### Supply network, run 1

Pins as bars on the die edge. Tap cells in grey.
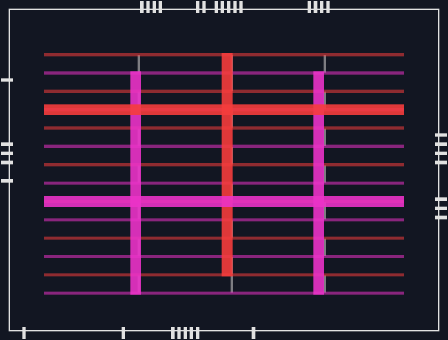
### Clock network drawn from the DEF, run 1

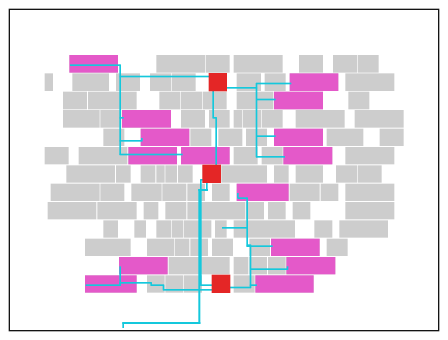
### Register map, names as in the netlist, run 1

Other cells in grey.
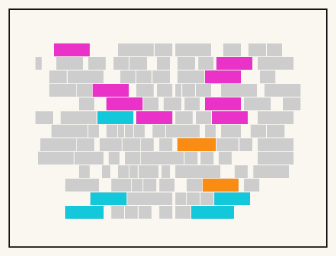
### Cell classes on the final placement, run 1

The bar under the picture is 20 um long.
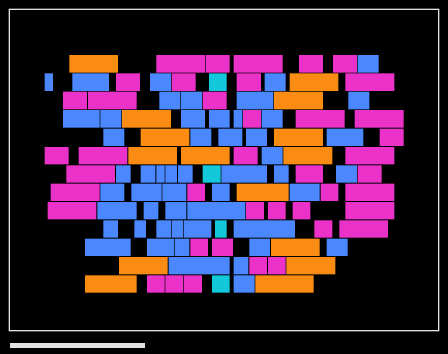
`config.mk`:
```
export PLATFORM = sky130hd
export DESIGN_NAME = tcam_update_ctrl
export DESIGN_NICKNAME = d
export VERILOG_FILES = /design/src/rtl/tcam_pkg.sv /design/src/rtl/tcam_onehot_dec.sv /design/src/rtl/tcam_update_ctrl.sv
export SDC_FILE = /design/constraint.sdc
export NUM_CORES = 1
export LEC_CHECK = 0
export CORE_ASPECT_RATIO = 0.7
export CORE_MARGIN = 5
export CORE_UTILIZATION = 38
export DETAILED_ROUTE_END_ITERATION = 8
export HOLD_SLACK_MARGIN = 0.08
export PLACE_DENSITY = 0.75
export SYNTH_ARGS = -nofsm -noshare
export SYNTH_HDL_FRONTEND = slang
export SYNTH_SLANG_ARGS = --single-unit
export TNS_END_PERCENT = 5
```
`constraint.sdc`:
```
create_clock -name clk -period 1.7 [get_ports clk]
set_input_delay 0.34 -clock clk [delete_from_list [all_inputs] [get_ports clk]]
set_output_delay 0.34 -clock clk [all_outputs]
set_load 0.05 [all_outputs]
```
`src/rtl/tcam_pkg.sv`:
```
// tcam_pkg -- shared declarations for the TCAM update path.
//
// Contents:
//   tcam_state_e  : update sequencer FSM state encoding (IDLE, SHIFT, DONE)
//   calc_blk_w()  : block-index width, max(1, clog2(NUM_BLOCKS))
//   calc_idx_w()  : shift-index width, clog2(SRL_DEPTH)
package tcam_pkg;

    typedef enum logic [1:0] {
        ST_IDLE  = 2'd0,
        ST_SHIFT = 2'd1,
        ST_DONE  = 2'd2
    } tcam_state_e;

    function automatic int calc_blk_w(input int num_blocks);
        return (num_blocks <= 2) ? 1 : $clog2(num_blocks);
    endfunction

    function automatic int calc_idx_w(input int srl_depth);
        return $clog2(srl_depth);
    endfunction

endpackage

```
`src/rtl/tcam_onehot_dec.sv`:
```
// tcam_onehot_dec -- decodes a block index into a one-hot block mask.
//
// Ports:
//   blk   in  BLK_W       block index
//   mask  out NUM_BLOCKS  one-hot mask, all zero when blk is out of range
//   oor   out 1           blk >= NUM_BLOCKS
module tcam_onehot_dec #(
    parameter int NUM_BLOCKS = 8,
    parameter int BLK_W      = 3
) (
    input  logic [BLK_W-1:0]      blk,
    output logic [NUM_BLOCKS-1:0] mask,
    output logic                  oor
);

    always_comb begin
        mask = '0;
        for (int i = 0; i < NUM_BLOCKS; i++) begin
            mask[i] = (blk == BLK_W'(i));
        end
    end

    // Only reachable when NUM_BLOCKS is not a power of two.
    assign oor = (int'(blk) >= NUM_BLOCKS);

endmodule

```
`src/rtl/tcam_update_ctrl.sv`:
```
// tcam_update_ctrl -- update sequencer for the SRL-based TCAM array.
//
// Accepts one block-update request, drives that block's SRL clock-enable
// for SRL_DEPTH shift cycles while presenting the bit index being shifted,
// then pulses we_block (on the last shift cycle) and upd_done. Search-path
// CE requests (ce_demux) are OR-ed onto the CE lines combinationally.
//
// Optional feature: define TCAM_UPD_BCAST_EN to honour upd_bcast
// (update every block at once, never rejected).
//
// Handshake: a request transfers on a rising clk edge where
// upd_valid & upd_ready. upd_ready is high only in IDLE and outside reset;
// a requester must hold upd_valid/upd_blk until the transfer, so requests
// presented during SHIFT/DONE are stalled, never dropped.
//
// Ports:
//   clk, rst     clock, synchronous active-high reset
//   upd_valid    in   update request
//   upd_ready    out  request accepted when upd_valid & upd_ready
//   upd_blk      in   target block index
//   upd_bcast    in   broadcast update (TCAM_UPD_BCAST_EN only)
//   ce_demux     in   search-path CE requests
//   ce           out  SRL clock-enables
//   shift_idx    out  bit index being shifted
//   busy         out  sequencer not idle
//   we_block     out  commit pulse on the final shift cycle
//   upd_done     out  completion pulse
//   upd_err      out  registered pulse for a rejected request
//   state_dbg    out  current FSM state
module tcam_update_ctrl
    import tcam_pkg::*;
#(
    parameter  int NUM_BLOCKS = 8,
    parameter  int SRL_DEPTH  = 32,
    localparam int BLK_W      = calc_blk_w(NUM_BLOCKS),
    localparam int IDX_W      = calc_idx_w(SRL_DEPTH)
) (
    input  logic                  clk,
    input  logic                  rst,
    input  logic                  upd_valid,
    output logic                  upd_ready,
    input  logic [BLK_W-1:0]      upd_blk,
    input  logic                  upd_bcast,
    input  logic [NUM_BLOCKS-1:0] ce_demux,
    output logic [NUM_BLOCKS-1:0] ce,
    output logic [IDX_W-1:0]      shift_idx,
    output logic                  busy,
    output logic                  we_block,
    output logic                  upd_done,
    output logic                  upd_err,
    output tcam_state_e           state_dbg
);

    tcam_state_e           state_q, state_d;
    logic [IDX_W-1:0]      cnt_q, cnt_d;
    logic [NUM_BLOCKS-1:0] mask_q, mask_d;
    logic                  err_q, err_d;

    logic [NUM_BLOCKS-1:0] dec_mask;
    logic                  dec_oor;
    logic                  bcast;
    logic                  handshake;
    logic                  last_shift;

`ifdef TCAM_UPD_BCAST_EN
    assign bcast = upd_bcast;
`else
    logic unused_bcast;
    assign unused_bcast = upd_bcast;
    assign bcast        = 1'b0;
`endif

    tcam_onehot_dec #(
        .NUM_BLOCKS (NUM_BLOCKS),
        .BLK_W      (BLK_W)
    ) u_dec (
        .blk  (upd_blk),
        .mask (dec_mask),
        .oor  (dec_oor)
    );

    assign handshake  = upd_valid & upd_ready;
    assign last_shift = (cnt_q == IDX_W'(SRL_DEPTH - 1));

    always_ff @(posedge clk) begin
        if (rst) begin
            state_q <= ST_IDLE;
            cnt_q   <= '0;
            mask_q  <= '0;
            err_q   <= 1'b0;
        end else begin
            state_q <= state_d;
            cnt_q   <= cnt_d;
            mask_q  <= mask_d;
            err_q   <= err_d;
        end
    end

    always_comb begin
        state_d = state_q;
        cnt_d   = cnt_q;
        mask_d  = mask_q;
        err_d   = 1'b0;
        case (state_q)
            ST_IDLE: begin
                if (handshake) begin
                    if (bcast) begin
                        mask_d  = '1;
                        cnt_d   = '0;
                        state_d = ST_SHIFT;
                    end else if (!dec_oor) begin
                        mask_d  = dec_mask;
                        cnt_d   = '0;
                        state_d = ST_SHIFT;
                    end else begin
                        err_d = 1'b1;
                    end
                end
            end
            ST_SHIFT: begin
                // Leave SHIFT on the last index so the counter never wraps.
                if (last_shift) begin
                    cnt_d   = '0;
                    state_d = ST_DONE;
                end else begin
                    cnt_d = cnt_q + IDX_W'(1);
                end
            end
            ST_DONE: begin
                mask_d  = '0;
                state_d = ST_IDLE;
            end
            default: begin
                mask_d  = '0;
                cnt_d   = '0;
                state_d = ST_IDLE;
            end
        endcase
    end

    // Outputs are qualified with !rst so an update aborted by reset never
    // drives its CE lines or commits during the reset cycle itself.
    assign upd_ready = (state_q == ST_IDLE) & ~rst;
    assign busy      = (state_q != ST_IDLE);
    assign we_block  = (state_q == ST_SHIFT) & last_shift & ~rst;
    assign upd_done  = (state_q == ST_DONE) & ~rst;
    assign upd_err   = err_q;
    assign shift_idx = cnt_q;
    assign ce        = ce_demux | (mask_q & {NUM_BLOCKS{(state_q == ST_SHIFT) & ~rst}});
    assign state_dbg = state_q;

endmodule

```
==> results.sh, run 1 <==
# flow metrics
export IMPL_n_fill_cell=135
export IMPL_finalCriticalPeriod_ns=1.75
export IMPL_wl_um=2240
export IMPL_p_seq_mw=0.367
export IMPL_cts_tree="built"
export IMPL_seqPwrFrac_pct=42.1
export IMPL_openroad_warnings=30
export IMPL_grt_total_usage_pct=15.9
export IMPL_power_density_nw_per_um2=623
export IMPL_worstPathMaxFanout=3
export IMPL_outcome="finished, violations left"
export IMPL_core_area_um2=1890
export IMPL_io_pins=35
export IMPL_register_area_um2=307
export IMPL_cp_required_ns=1.36
export IMPL_ys_seq_elements=15
export IMPL_maxCapViolations=0
export IMPL_synth_edff_count=0
export IMPL_postLayoutSetupSlackWorst_ns=-0.0504
export IMPL_violations="negative setup slack"
export IMPL_p_clk_mw=0.212
export IMPL_area_leaders="dfxtp_1 (39%), a22o_1 (12%), a21o_1 (7.9%), ha_1 (3.3%), nor4bb_1 (2.6%)"
export IMPL_start_kind="register"
export IMPL_synthFlopType="dfxtp_1"
export IMPL_clk_latency_ns=0.29
export IMPL_drc=0
export IMPL_skew_ns=0.00930
export IMPL_setup_viol=1
export IMPL_fin_tns_setup_ns=-0.0504
export IMPL_leakage_nw=0.585
export IMPL_yosys_area_top_type="dfxtp_1"
export IMPL_vdd_ir_drop_max_uv=453
export IMPL_fp_dieH_um=47.4
export IMPL_r2r_start="shift_idx[1]$_SDFFE_PP0P_"
-- 'Supply network' (at the start) --
[magenta] VSS
[red] VDD
signal pins: 35
met1 rails: 14

-- 'Clock network drawn from the DEF' (at the start) --
[cyan] clock wires | length: 206 um
[red] clock drivers | count: 3
[magenta] flip-flops | count: 15
routed clock nets: 4

-- 'Register map, names as in the netlist' (at the start) --
[cyan] shift_idx | sequential cells: 5
[magenta] mask_q | sequential cells: 8
[orange] state_dbg | sequential cells: 2

-- 'Cell classes on the final placement' (at the start) --
[orange] sequential cells | cells: 15 | share of their area: 22%
[magenta] remaining buffers and delay cells | cells: 41 | share of their area: 38%
[cyan] clock drivers and dummy loads | cells: 4 | share of their area: 2.0%
[blue] combinational and other logic | cells: 52 | share of their area: 38%

[run 1: cells in the mapped netlist (2+ instances only)]
cell      instances
a21o_1            8
a22o_1           10
and2_1            3
buf_2             2
buf_4             2
dfxtp_1          15
ha_1              2
inv_1             2
nand2b_1          3
nor3_1            2
nor4bb_1          2
[run 1: stage by stage]
stage	setup slack, ns	instance area (um2)	total power, mW	hold WS, ns
after floorplan	-0.113	798	0.523	0.450
after global placement	-0.0980	1270	0.650	0.470
after detailed placement	-0.120	1270	0.654	0.476
after CTS	-0.0501	1370	0.874	0.502
after global routing	-0.105	1400	0.919	0.533
final	-0.0504	1400	0.873	0.507
[run 1: sequential cells by signal (all words and copies together) (netlist names)]
name / count
shift_idx: 5
mask_q: 8
state_dbg: 2
[run 1: cell type report]
type | count | area share, %
multi-input combinational | 50 | 36.8
inverter | 2 | 0.535
clock buffer | 3 | 1.61
clock inverter | 1 | 0.357
timing repair buffer | 41 | 36.9
sequential | 15 | 21.9
tap | 22 | 1.96
[run 1: critical path, cell delays in order, from the launching register on]
cell     delay (ns)
dfxtp_4        0.36
ha_4           0.16
and3_4         0.18
ha_4           0.15
and2_4         0.13
buf_12         0.14
[run 1: metal layers]
metal | wire (um) | part of all wire [%] | global-route usage, % | vias to the layer above
met5 | 0 | 0 | 0 | -
met2 | 1070 | 48 | 25.5 | 33
met1 | 954 | 43 | 18.5 | 346
met3 | 174 | 7.8 | 6.10 | 6
li1 | - | - | - | 359
met4 | 32 | 1.4 | 10.4 | 0
[run 1: kinds of logic (layout without fill, tap and decap cells)]
kind of cell	after synthesis	count (layout)	synth area share, %
compound gates	23	23	24.8
simple gates	22	22	23.5
flops	15	15	39.5
buf+inv	7	47	5.76
fa+ha+maj	2	2	3.29
other cells	1	1	0.493
xor+xnor	1	1	1.15
mux	1	1	1.48
### Track usage over the die, run 1

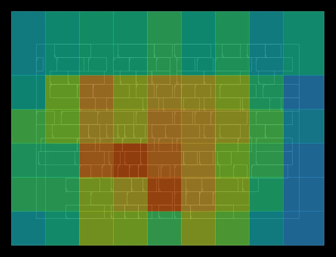

--- run 2 (diff from run 1) ---
--- a/config.mk
+++ b/config.mk
@@ -5,12 +5,14 @@
 export SDC_FILE = /design/constraint.sdc
 export NUM_CORES = 1
 export LEC_CHECK = 0
+export ABC_AREA = 1
 export CORE_ASPECT_RATIO = 0.7
 export CORE_MARGIN = 5
 export CORE_UTILIZATION = 38
 export DETAILED_ROUTE_END_ITERATION = 8
 export HOLD_SLACK_MARGIN = 0.08
-export PLACE_DENSITY = 0.75
+export PLACE_DENSITY = 0.83
+export RECOVER_POWER = 100
 export SYNTH_ARGS = -nofsm -noshare
 export SYNTH_HDL_FRONTEND = slang
 export SYNTH_SLANG_ARGS = --single-unit
### Track usage over the die, run 2

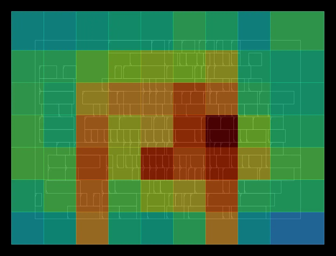
Tot GR Track Use: 16.3%
post-layout util: 71.2%
wire per inst: 13.6 um

### Register map, names as in the netlist, run 2

Other cells in grey.
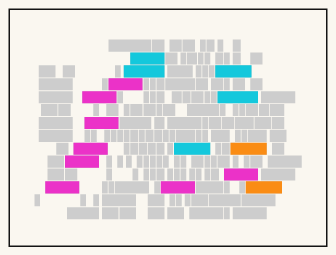
[orange] state_dbg | sequential cells: 2
[magenta] mask_q | sequential cells: 8
[cyan] shift_idx | sequential cells: 5 | where: north

==> results.sh, run 2 <==
# flow metrics
export IMPL_whs_ns=0.497
export IMPL_skew_ns=0.0103
export IMPL_postLayoutCellArea_um2=1530
export IMPL_met3WireLength_um=146
export IMPL_postLayoutSetupSlackWorst_ns=-0.154
export IMPL_total_power_mw=1.06
export IMPL_core_area_um2=2150
export IMPL_cts_tree="built"
export IMPL_wl_um=2860
export IMPL_synthFlopType="dfxtp_1"
export IMPL_io_pins=35
export IMPL_grtUsageMet2_pct=27.8
export IMPL_wl_met2_um=1410
export IMPL_ys_seq_elements=15
export IMPL_setup_viol=1
export IMPL_slowest_stage="dfxtp_4"
export IMPL_worstPathMaxFanout=2
export IMPL_cp_required_ns=1.36
export IMPL_fp_dieH_um=49.7
export IMPL_place_area_um2=1390
export IMPL_r2r_start="shift_idx[0]$_SDFFE_PP0P_"
export IMPL_synth_edff_count=0
export IMPL_global_route_usage_met1_pct=19.8
export IMPL_area_leaders="dfxtp_1 (35%), nand2_1 (14%), nor2_1 (12%), nand3_1 (7.6%), inv_1 (7.5%)"
export IMPL_outcome="finished, violations left"
export IMPL_maxCapViolations=0
export IMPL_violations="negative setup slack"
export IMPL_max_stage_delay_ns=0.38
export IMPL_power_density_nw_per_um2=688
## run 2: cell types whose count changed after synthesis, moves of 2 or more
cell and change:
a21o_1 -4, a21oi_1 +2, a22o_1 -10, and2_1 -3, buf_2 -2, inv_1 +15
nand2_1 +33, nand2b_1 -3, nand3_1 +12, nor2_1 +28, nor3_1 -2, nor4bb_1 -2
o21bai_1 +4
## run 2: cell families (layout without fill, tap and decap cells)
family	count (synthesis)	count (layout)	share of synthesized area (%)
other cells	1	1	0.439
simple gates	79	79	39.7
fa+ha+maj	2	2	2.93
flops	15	15	35.1
compound gates	14	14	12.2
buf+inv	20	67	9.66
## run 2: area by class of cell
class	instances	area (um2)
Timing Repair Buffer	45	528
Multi-Input combinational cell	96	559
Fill cell	153	621
Sequential cell	15	313
Inverter	18	67.6
Tap cell	32	40.0
Clock buffer	4	26.3
## run 2: power breakdown
part | internal [mW] | leakage (nW) | switching (mW)
Clock | 0.0912 | 0.0150 | 0.118
Combinational | 0.183 | 0.599 | 0.258
Sequential | 0.382 | 0.126 | 0.0236
## run 2: how the worst min path moves through the flow
stage	depth (start not counted)	end	start
after global placement	2	mask_q[4]$_SDFFE_PP0P_	mask_q[4]$_SDFFE_PP0P_
final	2	mask_q[4]$_SDFFE_PP0P_	mask_q[4]$_SDFFE_PP0P_
after global routing	2	mask_q[4]$_SDFFE_PP0P_	mask_q[4]$_SDFFE_PP0P_
after detailed placement	2	mask_q[4]$_SDFFE_PP0P_	mask_q[4]$_SDFFE_PP0P_
after CTS	2	mask_q[4]$_SDFFE_PP0P_	mask_q[4]$_SDFFE_PP0P_
after floorplan	1	shift_idx[0]$_SDFFE_PP0P_	rst
## run 2: what timing repair did
action                     4_1_cts  5_1_grt
gates resized                   13        2
hold buffers                     0        0
setup endpoints to repair        9       10
setup buffers                    6        3
pin swaps                        5        4
### Cell classes on the final placement, run 2

The bar under the picture is 20 um long.
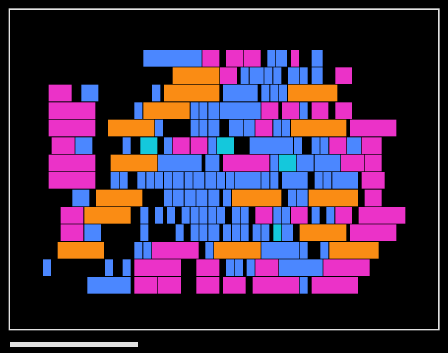

--- run 3 (diff from run 2) ---
--- a/config.mk
+++ b/config.mk
@@ -6,12 +6,14 @@
 export NUM_CORES = 1
 export LEC_CHECK = 0
 export ABC_AREA = 1
+export CELL_PAD_IN_SITES_DETAIL_PLACEMENT = 2
+export CELL_PAD_IN_SITES_GLOBAL_PLACEMENT = 2
 export CORE_ASPECT_RATIO = 0.7
 export CORE_MARGIN = 5
-export CORE_UTILIZATION = 38
+export CORE_UTILIZATION = 21
 export DETAILED_ROUTE_END_ITERATION = 8
 export HOLD_SLACK_MARGIN = 0.08
-export PLACE_DENSITY = 0.83
+export PLACE_DENSITY = 0.89
 export RECOVER_POWER = 100
 export SYNTH_ARGS = -nofsm -noshare
 export SYNTH_HDL_FRONTEND = slang
### Cell classes on the final placement, run 3

The bar under the picture is 20 um long.
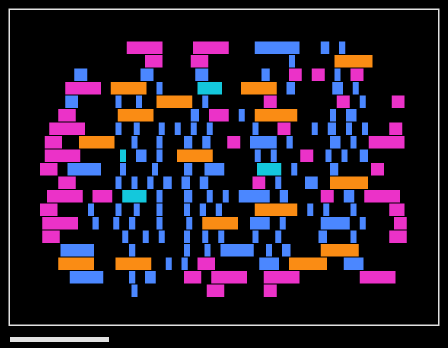
[orange] sequential cells | cells: 15 | share of their area: 21%
[cyan] clock drivers and dummy loads | cells: 4 | share of their area: 3.0%
[magenta] remaining buffers and delay cells | cells: 42 | share of their area: 34%
[blue] combinational and other logic | cells: 114 | share of their area: 42%

==> results.sh, run 3 <==
# flow metrics
export IMPL_outcome="finished, violations left"
export IMPL_violations="negative setup slack"
export IMPL_final_util_pct=39.7
export IMPL_postLayoutSetupSlackWorst_ns=-0.0379
export IMPL_wl_um=3200
export IMPL_setup_viol=1
export IMPL_leakage_nw=0.737
export IMPL_largest_register="mask_q"
export IMPL_common_cells="nand2_1 (33), nor2_1 (28), inv_1 (17)"
export IMPL_clk_latency_ns=0.26
export IMPL_vdd_ir_drop_max_uv=358
export IMPL_cp_required_ns=1.36
export IMPL_core_area_um2=3920
export IMPL_holdBufCountCts=0
export IMPL_maxCapViolations=0
export IMPL_wl_met1_um=1290
export IMPL_largest_reg_flops=8
export IMPL_drc=0
export IMPL_whs_ns=0.505
export IMPL_fp_dieH_um=63.4
export IMPL_synth_edff_count=0
export IMPL_crit_family="flip-flops"
export IMPL_power_density_nw_per_um2=745
export IMPL_io_pins=35
export IMPL_register_area_um2=313
export IMPL_total_power_mw=1.16
export IMPL_combGateArea_um2=562
export IMPL_openroad_warnings=30
export IMPL_synthFlopType="dfxtp_1"
export IMPL_crit_buf_inv=2
export IMPL_n_fill_cell=457
export IMPL_worstPathMaxFanout=2
export IMPL_grt_total_usage_pct=12.3
export IMPL_area_leaders="dfxtp_1 (35%), nand2_1 (14%), nor2_1 (12%), nand3_1 (7.6%), inv_1 (7.5%)"
export IMPL_start_kind="register"
export IMPL_finalCriticalPeriod_ns=1.74
export IMPL_wl_per_cell_um=14.1
export IMPL_max_stage_delay_ns=0.37
export IMPL_postLayoutCellArea_um2=1560
export IMPL_path_cells="ha_4, nand2_2, nor2_2, ha_2, inv_2, nor2_4, buf_12"
export IMPL_skew_ns=0.00420
export IMPL_met3WireLength_um=169
### Supply network, run 3

Pins as bars on the die edge. Tap cells in grey.
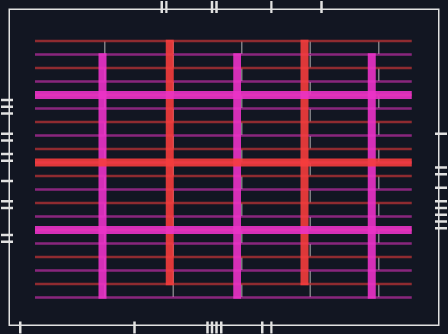
[magenta] VSS
[red] VDD
met1 rails: 20
signal pins: 35

==> run 3: what timing repair did <==
action                     4_1_cts  5_1_grt
pin swaps                        5        3
gates cloned                     0        0
buffers inserted                 3        2
resized                         17        1
setup endpoints to repair        9       10
==> run 3: metal layers <==
layer	track usage, %	vias up
met1	12.9	465
met4	1.75	0
met2	23.9	24
li1	-	496
met3	3.91	3
met5	0	-
==> run 3: worst paths after layout <==
check / from / depth (start not counted) / end / slack [ns]
worst max-delay path: shift_idx[0]$_SDFFE_PP0P_ / 7 / we_block / -0.04
worst min-delay path: mask_q[7]$_SDFFE_PP0P_ / 2 / mask_q[7]$_SDFFE_PP0P_ / 0.50
worst max register to register: shift_idx[0]$_SDFFE_PP0P_ / 8 / shift_idx[3]$_SDFFE_PP0P_ / 0.22
worst min register to register: mask_q[7]$_SDFFE_PP0P_ / 2 / mask_q[7]$_SDFFE_PP0P_ / 0.50
==> run 3: kinds of logic after synthesis <==
family	Yosys count	synth area share, %
compound gates	14	12.2
fa+ha+maj	2	2.93
buf+inv	20	9.66
flops	15	35.1
other cells	1	0.439
simple gates	79	39.7
==> run 3: worst register-to-register path: stages, from the launching register on <==
cell     delay, ns
dfxtp_4       0.36
ha_4          0.16
nand2_2       0.08
nor2_2        0.04
ha_2          0.19
buf_4         0.14
nor2_1        0.16
nand2_1       0.09
a21oi_1       0.17
==> run 3: layout make-up <==
class                   instances  area share [%]
clock buffers                   4            2.89
inverters                      18            4.49
multi-input cells              96            36.0
flip-flops and latches         15            20.1
well taps                      52            4.17
repair buffers                 42            32.3
==> run 3: power by group <==
group / internal, mW / switching (mW)
sequential: 0.383 / 0.0233
clock: 0.167 / 0.145
combinational: 0.182 / 0.262
total: 0.732 / 0.430
Power and IR drop assume default switching activity.
